==> run_1/clock_wires.png <==
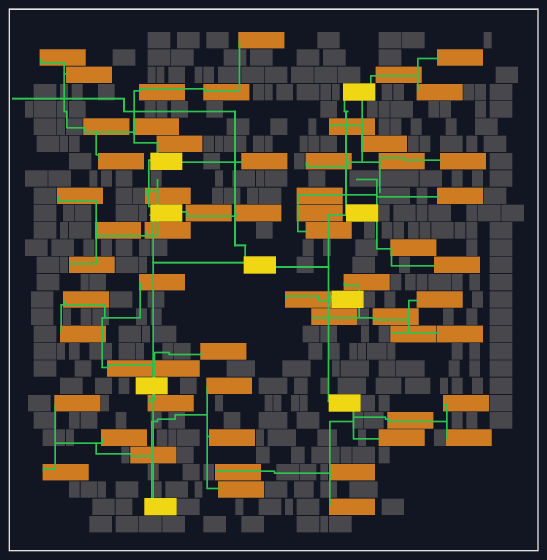
==> run_1/class_map.png <==
Scale bar: 20 µm. Fill, decap, tap and diode cells in grey.
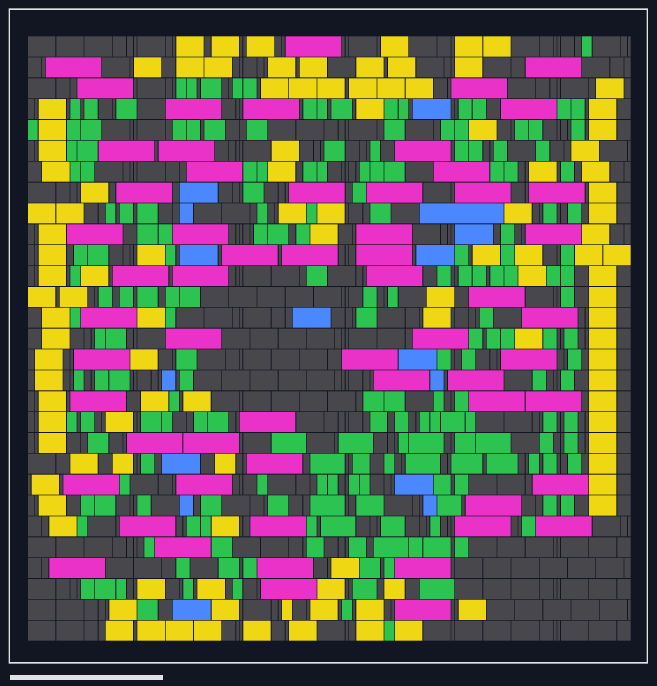
==> run_1/placed.png <==
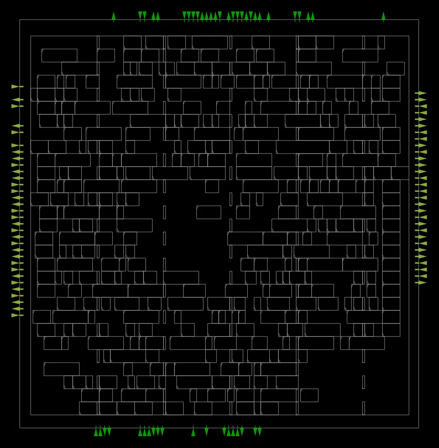
`src/rtl/mem_pkg.sv`:
```
// mem_pkg
// Shared definitions for the MEM stage, its interface and the SRAM
// controller: memory control encodings, the controller state enumeration
// and a helper that classifies a control code as a real access.
package mem_pkg;

   localparam logic [1:0] MEM_NONE  = 2'b00;
   localparam logic [1:0] MEM_READ  = 2'b01;
   localparam logic [1:0] MEM_WRITE = 2'b10;

   typedef enum logic [1:0] {
      ST_IDLE,
      ST_SETUP,
      ST_STROBE,
      ST_HOLD
   } sram_state_t;

   // Only read and write start an access; MEM_NONE and the reserved code do not.
   function automatic logic is_access(input logic [1:0] ctrl);
      return (ctrl == MEM_READ) || (ctrl == MEM_WRITE);
   endfunction

endpackage

```
`src/rtl/sram_controller_if.sv`:
```
// sram_controller_if
// Pipeline-side bundle between the MEM stage (master) and the SRAM
// controller (slave).
//   mem_req    request, sampled by the controller only while idle
//   mem_ctrl   2-bit memory control (none / read / write / reserved)
//   mem_addr   16-bit word address
//   mem_wdata  16-bit write value
//   mem_rdata  last read data, held until the next read completes
//   mem_busy   controller is running an access
//   mem_done   one-cycle pulse in the final cycle of every access
interface sram_controller_if;

   logic        mem_req;
   logic [1:0]  mem_ctrl;
   logic [15:0] mem_addr;
   logic [15:0] mem_wdata;
   logic [15:0] mem_rdata;
   logic        mem_busy;
   logic        mem_done;

   modport master (
      output mem_req, mem_ctrl, mem_addr, mem_wdata,
      input  mem_rdata, mem_busy, mem_done
   );

   modport slave (
      input  mem_req, mem_ctrl, mem_addr, mem_wdata,
      output mem_rdata, mem_busy, mem_done
   );

endinterface

```
`src/rtl/sram_controller.sv`:
```
// sram_controller
// Runs one access at a time against an external asynchronous 16-bit SRAM:
// SETUP (1 cycle), STROBE (WAIT_CYCLES cycles), HOLD (1 cycle), then IDLE.
// Ports:
//   clk, rst       clock and synchronous active-high reset
//   mem            pipeline side (sram_controller_if.slave)
//   sram_addr      {zeros, latched word address}
//   sram_data_out  latched write data toward the chip-level tri-state buffer
//   sram_data_oe   enable for that buffer, writes only, SETUP through HOLD
//   sram_data_in   SRAM data bus read-back
//   sram_ce_n, sram_oe_n, sram_we_n  registered active-low SRAM strobes
module sram_controller
   import mem_pkg::*;
#(
   parameter int WAIT_CYCLES = 2,
   parameter int SRAM_AW     = 18
) (
   input  logic               clk,
   input  logic               rst,
   sram_controller_if.slave   mem,
   output logic [SRAM_AW-1:0] sram_addr,
   output logic [15:0]        sram_data_out,
   output logic               sram_data_oe,
   input  logic [15:0]        sram_data_in,
   output logic               sram_ce_n,
   output logic               sram_oe_n,
   output logic               sram_we_n
);

   localparam logic [3:0] STROBE_LOAD = 4'(WAIT_CYCLES - 1);

   sram_state_t state, state_next;
   logic [3:0]  wait_cnt, wait_cnt_next;
   logic        accept, capture, write_next;
   logic        ce_n_next, oe_n_next, we_n_next, data_oe_next;
   logic [15:0] lat_addr, lat_wdata, rdata;
   logic        lat_write;

   // Next-state logic; strobe values are decoded from the next state so the
   // strobes can be registered and change cleanly on the clock edge.
   always_comb begin
      state_next    = state;
      wait_cnt_next = wait_cnt;
      accept        = 1'b0;
      capture       = 1'b0;
      case (state)
         ST_IDLE: begin
            if (mem.mem_req && is_access(mem.mem_ctrl)) begin
               accept     = 1'b1;
               state_next = ST_SETUP;
            end
         end
         ST_SETUP: begin
            state_next    = ST_STROBE;
            wait_cnt_next = STROBE_LOAD;
         end
         ST_STROBE: begin
            if (wait_cnt == 4'd0) begin
               state_next = ST_HOLD;
               capture    = !lat_write;
            end else begin
               wait_cnt_next = wait_cnt - 4'd1;
            end
         end
         ST_HOLD: begin
            state_next = ST_IDLE;
         end
         default: begin
            state_next = ST_IDLE;
         end
      endcase

      // On the accepting edge the latched direction is not yet updated.
      write_next   = accept ? (mem.mem_ctrl == MEM_WRITE) : lat_write;
      ce_n_next    = (state_next == ST_IDLE);
      oe_n_next    = !((state_next == ST_STROBE) && !write_next);
      we_n_next    = !((state_next == ST_STROBE) && write_next);
      data_oe_next = (state_next != ST_IDLE) && write_next;
   end

   // State, latched request, read data and registered strobes.
   always_ff @(posedge clk) begin
      if (rst) begin
         state        <= ST_IDLE;
         wait_cnt     <= 4'd0;
         lat_addr     <= 16'd0;
         lat_wdata    <= 16'd0;
         lat_write    <= 1'b0;
         rdata        <= 16'd0;
         sram_ce_n    <= 1'b1;
         sram_oe_n    <= 1'b1;
         sram_we_n    <= 1'b1;
         sram_data_oe <= 1'b0;
      end else begin
         state        <= state_next;
         wait_cnt     <= wait_cnt_next;
         sram_ce_n    <= ce_n_next;
         sram_oe_n    <= oe_n_next;
         sram_we_n    <= we_n_next;
         sram_data_oe <= data_oe_next;
         if (accept) begin
            lat_addr  <= mem.mem_addr;
            lat_wdata <= mem.mem_wdata;
            lat_write <= (mem.mem_ctrl == MEM_WRITE);
         end else if (state == ST_HOLD) begin
            // Address and data return to zero in IDLE, one cycle after
            // we_n has already risen in HOLD.
            lat_addr  <= 16'd0;
            lat_wdata <= 16'd0;
         end
         if (capture) begin
            rdata <= sram_data_in;
         end
      end
   end

   assign mem.mem_rdata  = rdata;
   assign mem.mem_busy   = (state != ST_IDLE);
   assign mem.mem_done   = (state == ST_HOLD);
   assign sram_addr      = SRAM_AW'(lat_addr);
   assign sram_data_out  = lat_wdata;

endmodule

```
`src/flat_wrapper.sv`:
```
// flat-port wrapper written by rule: the top's interface ports become plain ports
module sram_controller_flat import mem_pkg::*;
#(
   parameter int WAIT_CYCLES = 2,
   parameter int SRAM_AW     = 18
)
  (clk, rst, sram_addr, sram_data_out, sram_data_oe, sram_data_in, sram_ce_n, sram_oe_n, sram_we_n, mem_mem_req, mem_mem_ctrl, mem_mem_addr, mem_mem_wdata, mem_mem_rdata, mem_mem_busy, mem_mem_done);
  sram_controller_if mem_i ();
  input  logic clk;
  input  logic rst;
  output logic [SRAM_AW-1:0] sram_addr;
  output logic [15:0] sram_data_out;
  output logic sram_data_oe;
  input  logic [15:0] sram_data_in;
  output logic sram_ce_n;
  output logic sram_oe_n;
  output logic sram_we_n;
  input wire logic [$bits(mem_i.mem_req)-1:0] mem_mem_req;
  input wire logic [$bits(mem_i.mem_ctrl)-1:0] mem_mem_ctrl;
  input wire logic [$bits(mem_i.mem_addr)-1:0] mem_mem_addr;
  input wire logic [$bits(mem_i.mem_wdata)-1:0] mem_mem_wdata;
  output wire logic [$bits(mem_i.mem_rdata)-1:0] mem_mem_rdata;
  output wire logic [$bits(mem_i.mem_busy)-1:0] mem_mem_busy;
  output wire logic [$bits(mem_i.mem_done)-1:0] mem_mem_done;
  assign mem_i.mem_req = mem_mem_req;
  assign mem_i.mem_ctrl = mem_mem_ctrl;
  assign mem_i.mem_addr = mem_mem_addr;
  assign mem_i.mem_wdata = mem_mem_wdata;
  assign mem_mem_rdata = mem_i.mem_rdata;
  assign mem_mem_busy = mem_i.mem_busy;
  assign mem_mem_done = mem_i.mem_done;
  sram_controller #(.WAIT_CYCLES(WAIT_CYCLES), .SRAM_AW(SRAM_AW)) u_core (.clk(clk), .rst(rst), .mem(mem_i), .sram_addr(sram_addr), .sram_data_out(sram_data_out), .sram_data_oe(sram_data_oe), .sram_data_in(sram_data_in), .sram_ce_n(sram_ce_n), .sram_oe_n(sram_oe_n), .sram_we_n(sram_we_n));
endmodule
```
`config.mk`:
```
export PLATFORM = sky130hd
export DESIGN_NAME = sram_controller_flat
export DESIGN_NICKNAME = d
export VERILOG_FILES = /design/src/rtl/mem_pkg.sv /design/src/rtl/sram_controller_if.sv /design/src/rtl/sram_controller.sv /design/src/flat_wrapper.sv
export SDC_FILE = /design/constraint.sdc
export NUM_CORES = 1
export LEC_CHECK = 0
export ABC_AREA = 0
export CAP_MARGIN = 0
export CORE_AREA = 2 2 81 83
export DETAILED_ROUTE_END_ITERATION = 8
export DIE_AREA = 0 0 83 85
export MAX_ROUTING_LAYER = met4
export PLACE_DENSITY = 0.73
export RECOVER_POWER = 25
export SYNTH_ARGS = -nofsm -noshare
export SYNTH_HDL_FRONTEND = slang
export SYNTH_SLANG_ARGS = --single-unit
```
`constraint.sdc`:
```
create_clock -name clk -period 4.7 [get_ports clk]
set_input_delay 1.41 -clock clk [delete_from_list [all_inputs] [get_ports clk]]
set_output_delay 1.41 -clock clk [all_outputs]
set_load 0.005 [all_outputs]
```
==> impl_metrics.xml, run 1 <==
<?xml version="1.0" encoding="UTF-8"?>
<metrics>
  <group name="pwr">
    <metric name="power_density" unit="nW/µm²">442</metric>
    <metric name="power_frac_comb" unit="%">33.7</metric>
    <metric name="p_seq_share" unit="%">39.0</metric>
    <metric name="p_sw" unit="mW">0.497</metric>
    <metric name="cellLeakagePower" unit="nW">1.31</metric>
    <metric name="comb_cell_power" unit="mW">0.550</metric>
    <metric name="intPower" unit="mW">1.13</metric>
    <metric name="peakVddDrop" unit="µV">193</metric>
    <metric name="clk_pwr" unit="mW">0.445</metric>
    <metric name="report.power.total" unit="mW">1.63</metric>
    <metric name="power-top-group" unit="">registers</metric>
    <metric name="share_clk_of_total_power" unit="%">27.3</metric>
    <metric name="power.switching_fraction" unit="%">30.5</metric>
  </group>
  <group name="synth">
    <metric name="synthTopCellsByCount" unit="">dfxtp_1 (59), a21oi_1 (50), nand2_1 (33), nand3b_1 (33)</metric>
    <metric name="most_common_cell" unit="">dfxtp_1</metric>
    <metric name="xor_xnor_cell_area_share_of_the_yosys_netlist" unit="%">0</metric>
    <metric name="yosys.stat.seqShare" unit="%">48.9</metric>
    <metric name="number_of_warnings_reported_in_the_yosys_synthesis_log" unit="">0</metric>
    <metric name="yosys_synthesis_chip_area" unit="µm²">2420</metric>
    <metric name="ys_dominant_reg_cell" unit="">dfxtp_1</metric>
    <metric name="post_synth_ao_oa_area_fraction" unit="%">16.6</metric>
    <metric name="ys_sh_adder" unit="%">4.14</metric>
    <metric name="synth-cells-yosys" unit="">280</metric>
    <metric name="synthesized_area_per_cell" unit="µm²">8.63</metric>
    <metric name="synth.area.mux_share" unit="%">0.414</metric>
    <metric name="synth_cell_type_count" unit="">32</metric>
    <metric name="synth-async-reset-ratio" unit="%">0</metric>
    <metric name="synth_top_area_share" unit="%">48.9</metric>
    <metric name="synth_area" unit="µm²">2420</metric>
    <metric name="post_synth_main_logic_family" unit="">simple AND/OR/NAND/NOR gates</metric>
    <metric name="synthSimpleGateAreaFrac" unit="%">24.3</metric>
    <metric name="synth_flops" unit="">59</metric>
    <metric name="synth-edff-count" unit="">0</metric>
  </group>
  <group name="worst_hold_path">
    <metric name="timing.hold.worst.class" unit="">flop to flop</metric>
    <metric name="hold_path.startpoint" unit="">u_core.mem.mem_rdata[12]</metric>
    <metric name="hold-path-cell-count" unit="">2</metric>
    <metric name="hold-path-endpoint" unit="">u_core.mem.mem_rdata[12]</metric>
  </group>
  <group name="finish">
    <metric name="logic_area" unit="µm²">1100</metric>
    <metric name="clock_network_area_fraction" unit="%">5.23</metric>
    <metric name="nNetsFinal" unit="">438</metric>
    <metric name="lay_top_count" unit="">clkdlybuf4s50_1</metric>
    <metric name="final-seq-area" unit="µm²">1180</metric>
    <metric name="layout_non_clock_buf_share" unit="%">29.2</metric>
    <metric name="nMultiInputCombCells" unit="">189</metric>
    <metric name="diodes" unit="">0</metric>
    <metric name="inverters_excl_clock" unit="">9</metric>
    <metric name="final_layout_top_logic_cells" unit="">clkdlybuf4s50_1 (98), dfxtp_1 (59), a21oi_1 (50)</metric>
    <metric name="largestClassByArea" unit="">flip-flops and latches</metric>
    <metric name="stdcell_area" unit="µm²">3690</metric>
    <metric name="nFillCells" unit="">573</metric>
    <metric name="drive_above_1_share" unit="%">5.76</metric>
  </group>
  <group name="worst_setup_path">
    <metric name="cp_data_required_time" unit="ns">4.81</metric>
    <metric name="cpMaxStageDelayCell" unit="">clkbuf_1</metric>
    <metric name="critical_path.cell_chain" unit="">clkbuf_1 &gt; nor2_1 &gt; nand3_1 &gt; o31ai_1</metric>
    <metric name="critPathBufInv" unit="">1</metric>
    <metric name="critical-path-top-delay-family" unit="">buffers and inverters</metric>
    <metric name="crit_type" unit="">primary input to flop</metric>
    <metric name="timing.critical_path.to_type" unit="">flop</metric>
    <metric name="worstSetupEndpoint" unit="">u_core.wait_cnt[1]</metric>
    <metric name="cp.depth" unit="">4</metric>
    <metric name="regToRegSetupSlack" unit="ns">2.63</metric>
    <metric name="worstPathMaxFanout" unit="">58</metric>
    <metric name="critical_path.reg2reg.endpoint" unit="">u_core.mem.mem_rdata[3]</metric>
    <metric name="timing.critical_path.from_type" unit="">primary input</metric>
    <metric name="timing.reg2reg.worst_path_depth" unit="">5</metric>
    <metric name="worstSetupStartpoint" unit="">rst</metric>
    <metric name="rr_startpoint" unit="">u_core.state[0]</metric>
    <metric name="critical_path.max_stage_delay" unit="ns">1.76</metric>
  </group>
  <group name="final_timing">
    <metric name="final_max_slew_viol_count" unit="">59</metric>
    <metric name="worst_slew_pin_slew" unit="ns">2.53</metric>
    <metric name="final.hold.worst_slack" unit="ns">0.479</metric>
    <metric name="rsz0062_at_grt" unit="">false</metric>
    <metric name="setup_viol" unit="">0</metric>
    <metric name="hold_viol_final" unit="">0</metric>
    <metric name="setup_slack" unit="ns">1.29</metric>
    <metric name="achievable-frequency" unit="GHz">0.293</metric>
    <metric name="minimum_period_implied_by_the_final_worst_setup_slack" unit="ns">3.41</metric>
    <metric name="max_slew_headroom" unit="%">-68.6</metric>
    <metric name="setup_total_negative_slack" unit="ns">0</metric>
  </group>
  <group name="placed_design">
    <metric name="pre_cts_slack" unit="ns">1.13</metric>
    <metric name="numPlacedInstances" unit="">443</metric>
    <metric name="gp_congestion" unit="">0.773</metric>
    <metric name="io_buffers" unit="">106</metric>
  </group>
  <group name="clock_network">
    <metric name="clk_pin_slew" unit="ns">0.06</metric>
    <metric name="postCtsResizedCells" unit="">0</metric>
    <metric name="clock_latency" unit="ns">0.33</metric>
    <metric name="cts.root.buffer_cell" unit="">clkbuf_8</metric>
    <metric name="post_cts_buffers" unit="">0</metric>
    <metric name="clock_sink_count" unit="">59</metric>
    <metric name="num_cts_buffers" unit="">9</metric>
  </group>
  <group name="routing">
    <metric name="routed_wl" unit="µm">6210</metric>
    <metric name="detailroute.wirelength.met3" unit="µm">370</metric>
    <metric name="route.layer.met1.wl" unit="µm">2790</metric>
    <metric name="detail_route.first_pass.iterations" unit="">4</metric>
    <metric name="detail_route.iter0.violations" unit="">97</metric>
    <metric name="routed_wire_length_per_instance" unit="µm">13.5</metric>
    <metric name="highest_layer" unit="">met4</metric>
    <metric name="remaining_drc_errors" unit="">0</metric>
    <metric name="routed-wl-met2" unit="µm">2950</metric>
  </group>
  <group name="floorplanning">
    <metric name="design.core.area" unit="µm²">6200</metric>
    <metric name="die_area" unit="µm²">7060</metric>
    <metric name="pin_count" unit="">109</metric>
    <metric name="fp_util" unit="%">39.0</metric>
  </group>
  <group name="global_route">
    <metric name="maximum_number_of_pins_on_one_net_before_global_route_repair" unit="">59</metric>
    <metric name="grt_util_met1" unit="%">22.4</metric>
    <metric name="initial_antenna_violation_count" unit="">0</metric>
    <metric name="globalRouteMet3Util" unit="%">4.18</metric>
    <metric name="busiest_layer" unit="">met2</metric>
    <metric name="overflow" unit="">0</metric>
    <metric name="grt_pass1_wl" unit="µm">10400</metric>
    <metric name="global_route.usage.total" unit="%">18.4</metric>
  </group>
  <group name="flow_run">
    <metric name="timing.max_cap.violations" unit="">1</metric>
    <metric name="log.warning_count" unit="">31</metric>
  </group>
  <group name="run_status">
    <metric name="failing_checks" unit="">capacitance limit, slew limit</metric>
    <metric name="run_status" unit="">complete, but fails checks</metric>
  </group>
</metrics>
-- clock_wires.png (at the start) --
clock wires: shown in green, length 716 µm. flip-flops: shown in orange, count 59. clock-net drivers: shown in yellow, count 9.
There are 10 routed clock nets.

-- class_map.png (at the start) --
remaining buffers and delay cells: shown in yellow, cells 109, share of their area 30%. remaining logic cells: shown in green, cells 198, share of their area 32%. sequential cells: shown in magenta, cells 59, share of their area 33%. clock drivers and dummy loads: shown in blue, cells 16, share of their area 5.4%.

-- placed.png (at the start) --
final cell count without fillers: 459
sequential share of cell area: 32.0%
number of placement rows: 29
final sequential cell count: 59
num tapcells: 77

==> run 2, diff against run 1 <==
clock period = 3.4 ns   (was 4.7 ns; I/O delays follow)
==> run_2/clock_wires.png <==
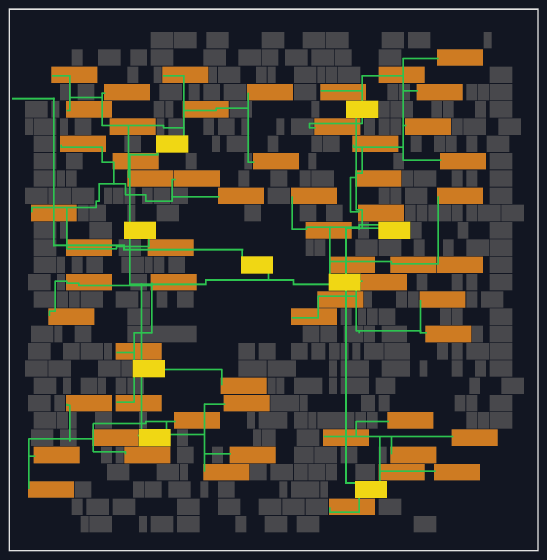
clock-net drivers: shown in yellow, count 9. clock wires: shown in green, length 761 µm. flip-flops: shown in orange, count 59.
There are 10 routed clock nets. Position of the flops: spread over the die.

==> run 2 against run 1 <==
Net effect: the run now ends clean; wire length shrank 1.6%; clock power grew 36%; flip-flop count is the same; final cell count grew 0.22%; utilization is essentially flat; critical path depth shrank 1; setup slack lost 0.65 ns; synthesized area is the same; hold slack lost 0.0053 ns; global-route usage shrank 0.43 points; clock-buffer cell count grew 1; sequential share of layout area is essentially flat.
==> impl_metrics.xml, run 2 <==
<?xml version="1.0" encoding="UTF-8"?>
<metrics>
  <group name="run_status">
    <metric name="run_status" unit="">completed</metric>
  </group>
  <group name="worst_setup_path">
    <metric name="critPathBufInv" unit="">2</metric>
    <metric name="cp_data_required_time" unit="ns">2.38</metric>
    <metric name="regToRegSetupSlack" unit="ns">1.45</metric>
    <metric name="timing.critical_path.to_type" unit="">primary output</metric>
    <metric name="cp.depth" unit="">3</metric>
    <metric name="critical_path.reg2reg.endpoint" unit="">u_core.mem.mem_rdata[6]</metric>
    <metric name="critical_path.max_stage_delay" unit="ns">0.56</metric>
    <metric name="worstSetupStartpoint" unit="">u_core.state[0]</metric>
    <metric name="worstSetupEndpoint" unit="">mem_mem_done</metric>
    <metric name="timing.critical_path.from_type" unit="">flop</metric>
    <metric name="worstPathMaxFanout" unit="">33</metric>
    <metric name="critical_path.cell_chain" unit="">ha_1 &gt; buf_4 &gt; clkdlybuf4s50_1</metric>
    <metric name="rr_startpoint" unit="">u_core.state[0]</metric>
    <metric name="crit_type" unit="">flop to primary output</metric>
    <metric name="timing.reg2reg.worst_path_depth" unit="">5</metric>
  </group>
  <group name="clock_network">
    <metric name="postCtsResizedCells" unit="">0</metric>
    <metric name="clock_latency" unit="ns">0.33</metric>
    <metric name="num_cts_buffers" unit="">9</metric>
    <metric name="cts_hold_repair.buffers" unit="">0</metric>
    <metric name="post_cts_buffers" unit="">0</metric>
    <metric name="clock_sink_count" unit="">59</metric>
    <metric name="clk_pin_slew" unit="ns">0.07</metric>
  </group>
  <group name="finish">
    <metric name="inverters_excl_clock" unit="">9</metric>
    <metric name="logic_area" unit="µm²">1100</metric>
    <metric name="layout_non_clock_buf_share" unit="%">29.5</metric>
    <metric name="final_cell_count_without_fillers" unit="">460</metric>
    <metric name="final-seq-area" unit="µm²">1180</metric>
    <metric name="diodes" unit="">0</metric>
    <metric name="seqAreaFraction" unit="%">32.0</metric>
    <metric name="final_layout_top_logic_cells" unit="">clkdlybuf4s50_1 (98), dfxtp_1 (59), a21oi_1 (50)</metric>
    <metric name="nFillCells" unit="">572</metric>
    <metric name="drive_above_1_share" unit="%">5.74</metric>
    <metric name="clock_network_area_fraction" unit="%">5.02</metric>
    <metric name="largestClassByArea" unit="">flip-flops and latches</metric>
    <metric name="numSequentialCells" unit="">59</metric>
    <metric name="lay_top_count" unit="">clkdlybuf4s50_1</metric>
    <metric name="nMultiInputCombCells" unit="">189</metric>
    <metric name="nNetsFinal" unit="">439</metric>
  </group>
  <group name="pwr">
    <metric name="power_density" unit="nW/µm²">607</metric>
    <metric name="p_seq_share" unit="%">39.1</metric>
    <metric name="share_clk_of_total_power" unit="%">27.0</metric>
    <metric name="power.switching_fraction" unit="%">30.6</metric>
    <metric name="intPower" unit="mW">1.55</metric>
    <metric name="p_sw" unit="mW">0.686</metric>
    <metric name="clk_pwr" unit="mW">0.605</metric>
    <metric name="peakVddDrop" unit="µV">359</metric>
    <metric name="comb_cell_power" unit="mW">0.758</metric>
    <metric name="cellLeakagePower" unit="nW">1.31</metric>
    <metric name="report.power.total" unit="mW">2.24</metric>
  </group>
  <group name="synth">
    <metric name="synth.area.mux_share" unit="%">0.414</metric>
    <metric name="ys_dominant_reg_cell" unit="">dfxtp_1</metric>
    <metric name="xor_xnor_cell_area_share_of_the_yosys_netlist" unit="%">0</metric>
    <metric name="synth_flops" unit="">59</metric>
    <metric name="synthSimpleGateAreaFrac" unit="%">24.3</metric>
    <metric name="synth_cell_type_count" unit="">32</metric>
    <metric name="post_synth_ao_oa_area_fraction" unit="%">16.6</metric>
    <metric name="most_common_cell" unit="">dfxtp_1</metric>
    <metric name="yosys.stat.seqShare" unit="%">48.9</metric>
    <metric name="synthTopCellsByCount" unit="">dfxtp_1 (59), a21oi_1 (50), nand2_1 (33), nand3b_1 (33)</metric>
    <metric name="synth_area" unit="µm²">2420</metric>
    <metric name="synth-async-reset-ratio" unit="%">0</metric>
    <metric name="synthesized_area_per_cell" unit="µm²">8.63</metric>
    <metric name="synth-cells-yosys" unit="">280</metric>
    <metric name="number_of_warnings_reported_in_the_yosys_synthesis_log" unit="">0</metric>
    <metric name="synth_top_area_share" unit="%">48.9</metric>
    <metric name="ys_sh_adder" unit="%">4.14</metric>
    <metric name="yosys_synthesis_chip_area" unit="µm²">2420</metric>
  </group>
  <group name="final_timing">
    <metric name="setup_viol" unit="">0</metric>
    <metric name="max_slew_headroom" unit="%">20.4</metric>
    <metric name="final.hold.worst_slack" unit="ns">0.473</metric>
    <metric name="setup_total_negative_slack" unit="ns">0</metric>
    <metric name="setup_slack" unit="ns">0.640</metric>
    <metric name="worst_slew_pin_slew" unit="ns">1.19</metric>
    <metric name="final_max_slew_viol_count" unit="">0</metric>
    <metric name="hold_viol_final" unit="">0</metric>
    <metric name="minimum_period_implied_by_the_final_worst_setup_slack" unit="ns">2.76</metric>
    <metric name="achievable-frequency" unit="GHz">0.362</metric>
    <metric name="rsz0062_at_grt" unit="">false</metric>
  </group>
  <group name="routing">
    <metric name="detail_route.iter0.violations" unit="">112</metric>
    <metric name="routed_wire_length_per_instance" unit="µm">13.3</metric>
    <metric name="remaining_drc_errors" unit="">0</metric>
    <metric name="routed_wl" unit="µm">6120</metric>
    <metric name="detailroute.wirelength.met3" unit="µm">379</metric>
    <metric name="detail_route.first_pass.iterations" unit="">4</metric>
    <metric name="route.layer.met1.wl" unit="µm">2820</metric>
    <metric name="routed-wl-met2" unit="µm">2810</metric>
  </group>
  <group name="global_route">
    <metric name="grt_pass1_wl" unit="µm">10100</metric>
    <metric name="maximum_number_of_pins_on_one_net_before_global_route_repair" unit="">59</metric>
    <metric name="grt_util_met1" unit="%">20.1</metric>
    <metric name="gr-usage-met2" unit="%">29.8</metric>
    <metric name="initial_antenna_violation_count" unit="">0</metric>
    <metric name="globalRouteMet3Util" unit="%">5.16</metric>
  </group>
  <group name="worst_hold_path">
    <metric name="timing.hold.worst.class" unit="">flop to flop</metric>
    <metric name="hold-path-endpoint" unit="">u_core.mem.mem_rdata[3]</metric>
    <metric name="hold-path-cell-count" unit="">2</metric>
  </group>
  <group name="floorplanning">
    <metric name="design.core.area" unit="µm²">6200</metric>
    <metric name="pin_count" unit="">109</metric>
  </group>
  <group name="placed_design">
    <metric name="pre_cts_slack" unit="ns">0.685</metric>
    <metric name="gp_congestion" unit="">0.783</metric>
    <metric name="numPlacedInstances" unit="">444</metric>
  </group>
  <group name="flow_run">
    <metric name="log.warning_count" unit="">31</metric>
    <metric name="timing.max_cap.violations" unit="">0</metric>
  </group>
</metrics>
Power and IR drop assume default switching activity.
